===== src/rtl/alut_age_checker6_if.sv =====
`default_nettype none
// ---------------------------------------------------------------------------
// alut_age_checker6_if : age-query handshake and shared ALUT memory port
// Revision 1.0
// ---------------------------------------------------------------------------
interface alut_age_checker6_if;
    logic        check_age6;
    logic [31:0] last_accessed6;
    logic        age_confirmed6;
    logic        age_ok6;
    logic        add_check_active6;
    logic [82:0] mem_read_data_age6;
    logic [7:0]  mem_addr_age6;
    logic        mem_write_age6;
    logic [82:0] mem_write_data_age6;

    modport slave (
        input  check_age6, last_accessed6, add_check_active6, mem_read_data_age6,
        output age_confirmed6, age_ok6, mem_addr_age6, mem_write_age6, mem_write_data_age6
    );

    modport master (
        output check_age6, last_accessed6, add_check_active6, mem_read_data_age6,
        input  age_confirmed6, age_ok6, mem_addr_age6, mem_write_age6, mem_write_data_age6
    );
endinterface
`default_nettype wire


===== src/rtl/alut_age_checker6.sv =====
`default_nettype none
// ---------------------------------------------------------------------------
// alut_age_checker6 : ALUT age query responder and SW-triggered stale sweep
// Revision 1.0
// ---------------------------------------------------------------------------
module alut_age_checker6 (
    input  wire logic                pclk6,
    input  wire logic                n_p_reset6,
    input  wire logic [1:0]          command,
    input  wire logic [31:0]         curr_time6,
    input  wire logic [31:0]         best_bfr_age6,
    alut_age_checker6_if.slave       bus,
    output logic                     age_check_active6,
    output logic [47:0]              lst_inv_addr_cmd6,
    output logic [1:0]               lst_inv_port_cmd6
);

    localparam logic [1:0] c_CMD_SWEEP = 2'b10;
    localparam logic [7:0] c_LAST_IDX  = 8'hFF;

    typedef enum logic [2:0] {
        IDLE     = 3'd0,
        SW_READ  = 3'd1,
        SW_WAIT  = 3'd2,
        SW_EVAL  = 3'd3,
        SW_WRITE = 3'd4
    } state_t;

    state_t      r_state;
    logic [7:0]  r_index;
    logic        r_write;
    logic [82:0] r_wdata;
    logic        r_age_confirmed;
    logic        r_age_ok;
    logic [47:0] r_lst_addr;
    logic [1:0]  r_lst_port;

    logic        w_aca;
    logic [82:0] w_rd;
    logic        w_stale;

    // Modulo-2^32 difference keeps the check correct across timer wrap.
    function automatic logic in_date(input logic [31:0] now_t,
                                     input logic [31:0] stamp,
                                     input logic [31:0] max_age);
        logic [31:0] age;
        age = now_t - stamp;
        return (age <= max_age);
    endfunction

    assign w_aca   = bus.add_check_active6;
    assign w_rd    = bus.mem_read_data_age6;
    assign w_stale = w_rd[82] && !in_date(curr_time6, w_rd[81:50], best_bfr_age6);

    always_ff @(posedge pclk6 or negedge n_p_reset6) begin
        if (!n_p_reset6) begin
            r_age_confirmed <= 1'b0;
            r_age_ok        <= 1'b0;
        end else begin
            r_age_confirmed <= bus.check_age6;
            if (bus.check_age6)
                r_age_ok <= in_date(curr_time6, bus.last_accessed6, best_bfr_age6);
        end
    end

    always_ff @(posedge pclk6 or negedge n_p_reset6) begin
        if (!n_p_reset6) begin
            r_state    <= IDLE;
            r_index    <= 8'd0;
            r_write    <= 1'b0;
            r_wdata    <= '0;
            r_lst_addr <= '0;
            r_lst_port <= '0;
        end else begin
            case (r_state)
                IDLE: begin
                    if (command == c_CMD_SWEEP) begin
                        r_index <= 8'd0;
                        r_state <= SW_READ;
                    end
                end
                SW_READ: begin
                    if (!w_aca)
                        r_state <= SW_WAIT;
                end
                SW_WAIT: begin
                    r_state <= w_aca ? SW_READ : SW_EVAL;
                end
                SW_EVAL: begin
                    if (w_aca) begin
                        r_state <= SW_READ;
                    end else if (w_stale) begin
                        r_lst_addr <= w_rd[47:0];
                        r_lst_port <= w_rd[49:48];
                        r_wdata    <= {1'b0, w_rd[81:0]};
                        r_write    <= 1'b1;
                        r_state    <= SW_WRITE;
                    end else if (r_index == c_LAST_IDX) begin
                        r_state <= IDLE;
                    end else begin
                        r_index <= r_index + 8'd1;
                        r_state <= SW_READ;
                    end
                end
                SW_WRITE: begin
                    r_write <= 1'b0;
                    // A contended write is dropped and the location re-read.
                    if (w_aca) begin
                        r_state <= SW_READ;
                    end else if (r_index == c_LAST_IDX) begin
                        r_state <= IDLE;
                    end else begin
                        r_index <= r_index + 8'd1;
                        r_state <= SW_READ;
                    end
                end
                default: begin
                    r_write <= 1'b0;
                    r_state <= IDLE;
                end
            endcase
        end
    end

    // Combinational gate guarantees no write can coincide with address-checker ownership.
    assign bus.mem_write_age6      = r_write & ~w_aca;
    assign bus.mem_addr_age6       = r_index;
    assign bus.mem_write_data_age6 = r_wdata;
    assign bus.age_confirmed6      = r_age_confirmed;
    assign bus.age_ok6             = r_age_ok;
    assign age_check_active6       = (r_state != IDLE);
    assign lst_inv_addr_cmd6       = r_lst_addr;
    assign lst_inv_port_cmd6       = r_lst_port;

endmodule
`default_nettype wire


===== src/flat_wrapper.sv =====
// flat-port wrapper written by rule: the top's interface ports become plain ports
module alut_age_checker6_flat 
  (pclk6, n_p_reset6, command, curr_time6, best_bfr_age6, age_check_active6, lst_inv_addr_cmd6, lst_inv_port_cmd6, bus_check_age6, bus_last_accessed6, bus_add_check_active6, bus_mem_read_data_age6, bus_age_confirmed6, bus_age_ok6, bus_mem_addr_age6, bus_mem_write_age6, bus_mem_write_data_age6);
  alut_age_checker6_if bus_i ();
  input  wire logic pclk6;
  input  wire logic n_p_reset6;
  input  wire logic [1:0] command;
  input  wire logic [31:0] curr_time6;
  input  wire logic [31:0] best_bfr_age6;
  output logic age_check_active6;
  output logic [47:0] lst_inv_addr_cmd6;
  output logic [1:0] lst_inv_port_cmd6;
  input wire logic [$bits(bus_i.check_age6)-1:0] bus_check_age6;
  input wire logic [$bits(bus_i.last_accessed6)-1:0] bus_last_accessed6;
  input wire logic [$bits(bus_i.add_check_active6)-1:0] bus_add_check_active6;
  input wire logic [$bits(bus_i.mem_read_data_age6)-1:0] bus_mem_read_data_age6;
  output wire logic [$bits(bus_i.age_confirmed6)-1:0] bus_age_confirmed6;
  output wire logic [$bits(bus_i.age_ok6)-1:0] bus_age_ok6;
  output wire logic [$bits(bus_i.mem_addr_age6)-1:0] bus_mem_addr_age6;
  output wire logic [$bits(bus_i.mem_write_age6)-1:0] bus_mem_write_age6;
  output wire logic [$bits(bus_i.mem_write_data_age6)-1:0] bus_mem_write_data_age6;
  assign bus_i.check_age6 = bus_check_age6;
  assign bus_i.last_accessed6 = bus_last_accessed6;
  assign bus_i.add_check_active6 = bus_add_check_active6;
  assign bus_i.mem_read_data_age6 = bus_mem_read_data_age6;
  assign bus_age_confirmed6 = bus_i.age_confirmed6;
  assign bus_age_ok6 = bus_i.age_ok6;
  assign bus_mem_addr_age6 = bus_i.mem_addr_age6;
  assign bus_mem_write_age6 = bus_i.mem_write_age6;
  assign bus_mem_write_data_age6 = bus_i.mem_write_data_age6;
  alut_age_checker6 u_core (.pclk6(pclk6), .n_p_reset6(n_p_reset6), .command(command), .curr_time6(curr_time6), .best_bfr_age6(best_bfr_age6), .bus(bus_i), .age_check_active6(age_check_active6), .lst_inv_addr_cmd6(lst_inv_addr_cmd6), .lst_inv_port_cmd6(lst_inv_port_cmd6));
endmodule

===== config.mk =====
export PLATFORM = sky130hd
export DESIGN_NAME = alut_age_checker6_flat
export DESIGN_NICKNAME = d
export VERILOG_FILES = /design/src/rtl/alut_age_checker6_if.sv /design/src/rtl/alut_age_checker6.sv /design/src/flat_wrapper.sv
export SDC_FILE = /design/constraint.sdc
export NUM_CORES = 1
export LEC_CHECK = 0
export ABC_AREA = 0
export CAP_MARGIN = 5
export CORE_UTILIZATION = 50
export CTS_CLUSTER_DIAMETER = 200
export CTS_CLUSTER_SIZE = 16
export DETAILED_ROUTE_END_ITERATION = 7
export GPL_TIMING_DRIVEN = 0
export PLACE_DENSITY = 0.88
export SETUP_SLACK_MARGIN = 0.15
export SLEW_MARGIN = 20
export SYNTH_ARGS = -nofsm -noshare
export SYNTH_HDL_FRONTEND = slang
export SYNTH_SLANG_ARGS = --single-unit

===== constraint.sdc =====
create_clock -name pclk6 -period 5 [get_ports pclk6]
set_input_delay 1.25 -clock pclk6 [delete_from_list [all_inputs] [get_ports pclk6]]
set_output_delay 1.25 -clock pclk6 [all_outputs]
set_load 0.01 [all_outputs]

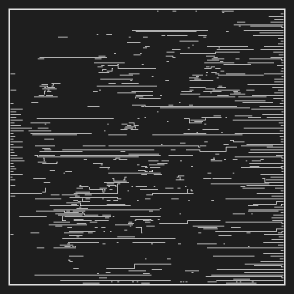
Fig. 1. M3 wires.
Drawn at 2 px/um.
The layer holds 9.6% of the routed length. 366 nets have wire on it. The longest straight run is 58.2 um.
DR vias: 10,403
DRT Wirelength: 40,800 um

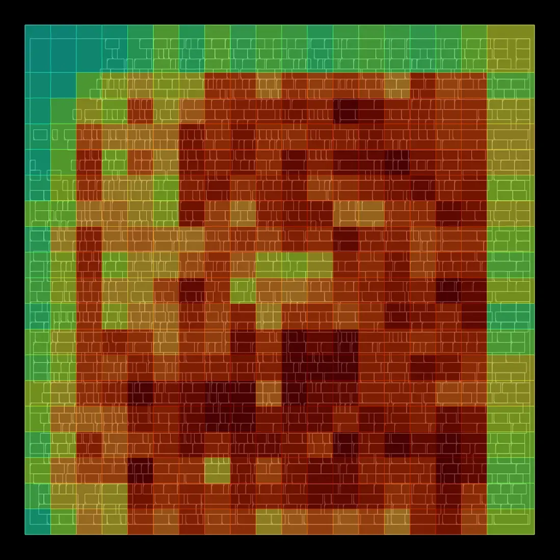
Fig. 2. Routing congestion.
GRT Resource Usage Total: 38.8%
met3 track utilization from global routing: 8.22%
routed wirelength normalized by instance count: 23.8 um
GR Layer Usage met2: 68.5%
final core utilization: 85.7%

==> results.toml <==
# implementation run metrics
[clock_tree]
clock_latency_late_sink_ns = 0.37
worst_setup_hold_path_clk_slew_ns = 0.07
tritoncts.num_buffers = 9
cts-resized-gates = 274
ctsHtreeMaxLevel = 3
tritoncts = "yes"
clk_path_buf_depth = 2
clk_root_buffer_cell = "sky130_fd_sc_hd__clkbuf_16"
cts_post_setup_buffers_inserted = 64
cts_hold_buf = 0
cts.sinks = 96

[pwr]
ir_worst_vdd_uv = 402
power_mw = 5.92
power_density_nw_per_um2 = 394
power.leakage_nw = 7.06

[worst_setup_path]
critical_path_peak_fanout = 6
worstSetupStartpointType = "primary input"
timing.reg2reg.worst_path_depth = 8
timing.reg2reg.setup_slack_ns = 2.68
max_stage_delay_ns = 0.43
critPathBufInv = 6
crit_path_slowest_cell = "sky130_fd_sc_hd__fa_2"
reg2reg_to = "u_core.bus.mem_addr_age6[1]"
cp.required_ns = 5.25
crit_path_end_kind = "register"
critical_path.cell_chain = "buf_8 -> inv_12 -> ha_4 -> fa_2 -> nor2b_4 -> o31a_1 -> buf_4 -> o31a_1 -> o21ai_1 -> a21oi_1 -> o21a_1 -> nor2_1 -> xnor2_1 -> ha_1 -> nand4_1 -> nor4_4 -> o21ai_1 -> a31oi_2 -> o211ai_2 -> or3_4 -> buf_8 -> buf_8 -> clkbuf_16 -> mux2_4"
path_class = "in2reg"
worstSetupStartpoint = "curr_time6[0]"
timing.critical_path.to = "u_core.lst_inv_addr_cmd6[6]"
critical_path_data_arrival_time_ns = 5.95
critical_path.most_common_cell = "sky130_fd_sc_hd__buf_8"
logic_depth_of_the_worst_path_buffers_included = 24
critical_path.top_delay_family = "AND-OR/OR-AND gates"
r2r_start = "u_core.r_state[0]"

[drt]
detail_route.iter0.violations = 907
drtAntennaViolNets = 0
detail_route.drc_violations = 0
viasPerCell = 6.07
drt_first_pass_iters = 6

[synthesis]
post_synth_tally_of_flip_flops_with_integrated_enable = 0
synthesized_net_count = 1365
yosys-stat-area_um2 = 9110
synth_seq_share_pct = 26.4
biggest_area_consumer_among_synthesized_cells = "sky130_fd_sc_hd__dfrtp_1"
ys.flops = 96
avg_synthesized_cell_area_um2 = 8.66
synth.lib_cells_used.distinct = 66
ys_warn_count = 0
synth_top_flop_cell = "sky130_fd_sc_hd__dfrtp_1"
ys_top_cells_by_area = "sky130_fd_sc_hd__dfrtp_1 (26%), sky130_fd_sc_hd__ha_1 (17%), sky130_fd_sc_hd__mux2_2 (5.7%)"
netlist.area_leader.share_pct = 26.4
post_synth_most_frequent_cells = "sky130_fd_sc_hd__ha_1 (127), sky130_fd_sc_hd__inv_1 (115), sky130_fd_sc_hd__dfrtp_1 (96), sky130_fd_sc_hd__a21oi_1 (91), sky130_fd_sc_hd__nand2_1 (82)"
mappedNetlistArea_um2 = 9110
ys_async_sr_fraction_pct = 100
yosys-stat-cells = 1051
number_of_instances_in_the_synthesized_netlist = 1051
synth_top_cell_by_count = "sky130_fd_sc_hd__ha_1"

[final_layout]
fillCellCount = 890
drive_gt1_share_pct = 28.1
layout.cells.most_common = "sky130_fd_sc_hd__clkdlybuf4s50_1"
layout.area.seq_um2 = 2400
instances_no_fill = 1715
comb_area_um2 = 6790
final_cell_mix = "sky130_fd_sc_hd__clkdlybuf4s50_1 (279), sky130_fd_sc_hd__buf_4 (122), sky130_fd_sc_hd__dfrtp_1 (96)"
fin_nets = 1792

[sta]
clock.fmax_mhz = 175
rsz_0062_raised_after_global_routing = "yes"
post-route-period-util_pct = 114
skew_ns = 0.0148
slew_viol_final = 0
totalNegativeSetupSlack_ns = -55.66
timing.final.crit_period_ns = 5.70
setup-violations-final = 93
holdWs_ns = 0.485
final-hold-violation-count = 0
layout_setup_ws_ns = -0.699

[run_status]
run_status = "complete, but fails checks"
violated_checks = "setup timing"

[global_routing]
grt_overflow_total = 0
antenna_found_initial = 7
grt_max_degree = 52
first_global_vias = 10080
grt_first_pass_wirelength_um = 54800

[flow_run]
count_of_warning_messages_emitted_by_the_tools = 30
maxCapViolations = 0

[hold_path]
min_from = "u_core.bus.mem_write_data_age6[78]"
whs_path_depth = 2
timing.hold.worst.class = "reg2reg"
hold_path_end = "u_core.bus.mem_write_data_age6[78]"

[placement]
detailed_place.area_um2 = 12800
dpl_worst_slack_ns = -1.57
finalWeightedCongestion = 0.935
placed_cells = 1604
io_buffers = 327
detailed_place_hpwl_um = 25300

[floorplan]
core_um2 = 17500
io-pin-count = 330
fp_util_pct = 51.9
rows = 48
die_w_um = 137
dieArea_um2 = 18800
fp.dieH_um = 137
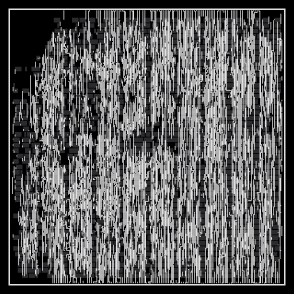
Fig. 3. M2 wires.
Drawn at 2 px/um.
The wires run mostly vertical. The layer carries 19,400 um of wire. The longest straight run is 51.3 um.

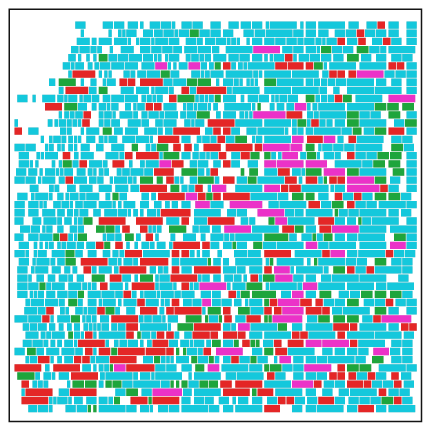
Fig. 4. Cells by drive strength.
Drawn at 3 px/um.
_3 and _4 cells: shown in red, cells 206, most used buf_4. _6 and larger: shown in magenta, cells 52, most used buf_6. _0 and _1 cells: shown in cyan, cells 1,065, most used clkdlybuf4s50_1. _2 cells: shown in green, cells 159, most used mux2_2.
nonclk buf count: 492
worst setup slack after layout: -0.699 ns
fin area: 15,000 um^2
signed area change from the synthesized netlist to the final layout: 65.0%

==> state kept, by name, summed over array words and instances (netlist names) <==
signal and count:
u_core.bus.age_ok6 1, u_core.bus.age_confirmed6 1, u_core.bus.mem_addr_age6 8, u_core.bus.mem_write_data_age6 34
u_core.lst_inv_addr_cmd6 47, u_core.lst_inv_port_cmd6 1, u_core.r_state 3, u_core.r_write 1
==> layer usage <==
metal | part of all wire [%] | vias up | track usage (%) | wire, um
met4 | 8.5 | 2 | 26.0 | 3490
met1 | 34 | 4909 | 41.4 | 14100
li1 | - | 4533 | - | -
met2 | 47 | 703 | 68.5 | 19400
met3 | 9.6 | 256 | 8.22 | 3930
met5 | 0.034 | - | 0 | 14
==> tightest hold or removal path, cell delays in order (launching register included) <==
cell	delay, ns
sky130_fd_sc_hd__dfrtp_1	0.34
sky130_fd_sc_hd__nand2_1	0.05
sky130_fd_sc_hd__o21ai_0	0.06
==> cells by family (layout without fill, tap and decap cells) <==
kind of cell             Yosys count  count (layout)  synth area share (%)
flip-flops                        96              96                  26.4
buffers and inverters            191             622                  10.2
other                              1               9                0.0412
adder cells (fa/ha/maj)          129             129                  17.9
AND/OR/NAND/NOR                  240             240                  13.3
multiplexers                      57              57                  7.34
XOR/XNOR                          55              55                  5.29
AND-OR/OR-AND                    282             282                  19.6
==> layout make-up <==
cell class                      instances  area share [%]
Buffer                                 75            4.32
Inverter                              115            2.99
Clock inverter                          5           0.691
Multi-Input combinational cell        764            45.2
Timing Repair Buffer                  417            27.3
Clock buffer                           10            1.59
Sequential cell                        96            16.0
Antenna cell                            8           0.133
Tap cell                              225            1.87
==> report_power, final <==
part,switching [mW],leakage [nW],internal [mW]
combinational,1.57,5.65,2.03
sequential,0.354,1.24,1.11
clock,0.346,0.169,0.502
Power figures rest on the tool's default switching activity, not on a simulated workload.
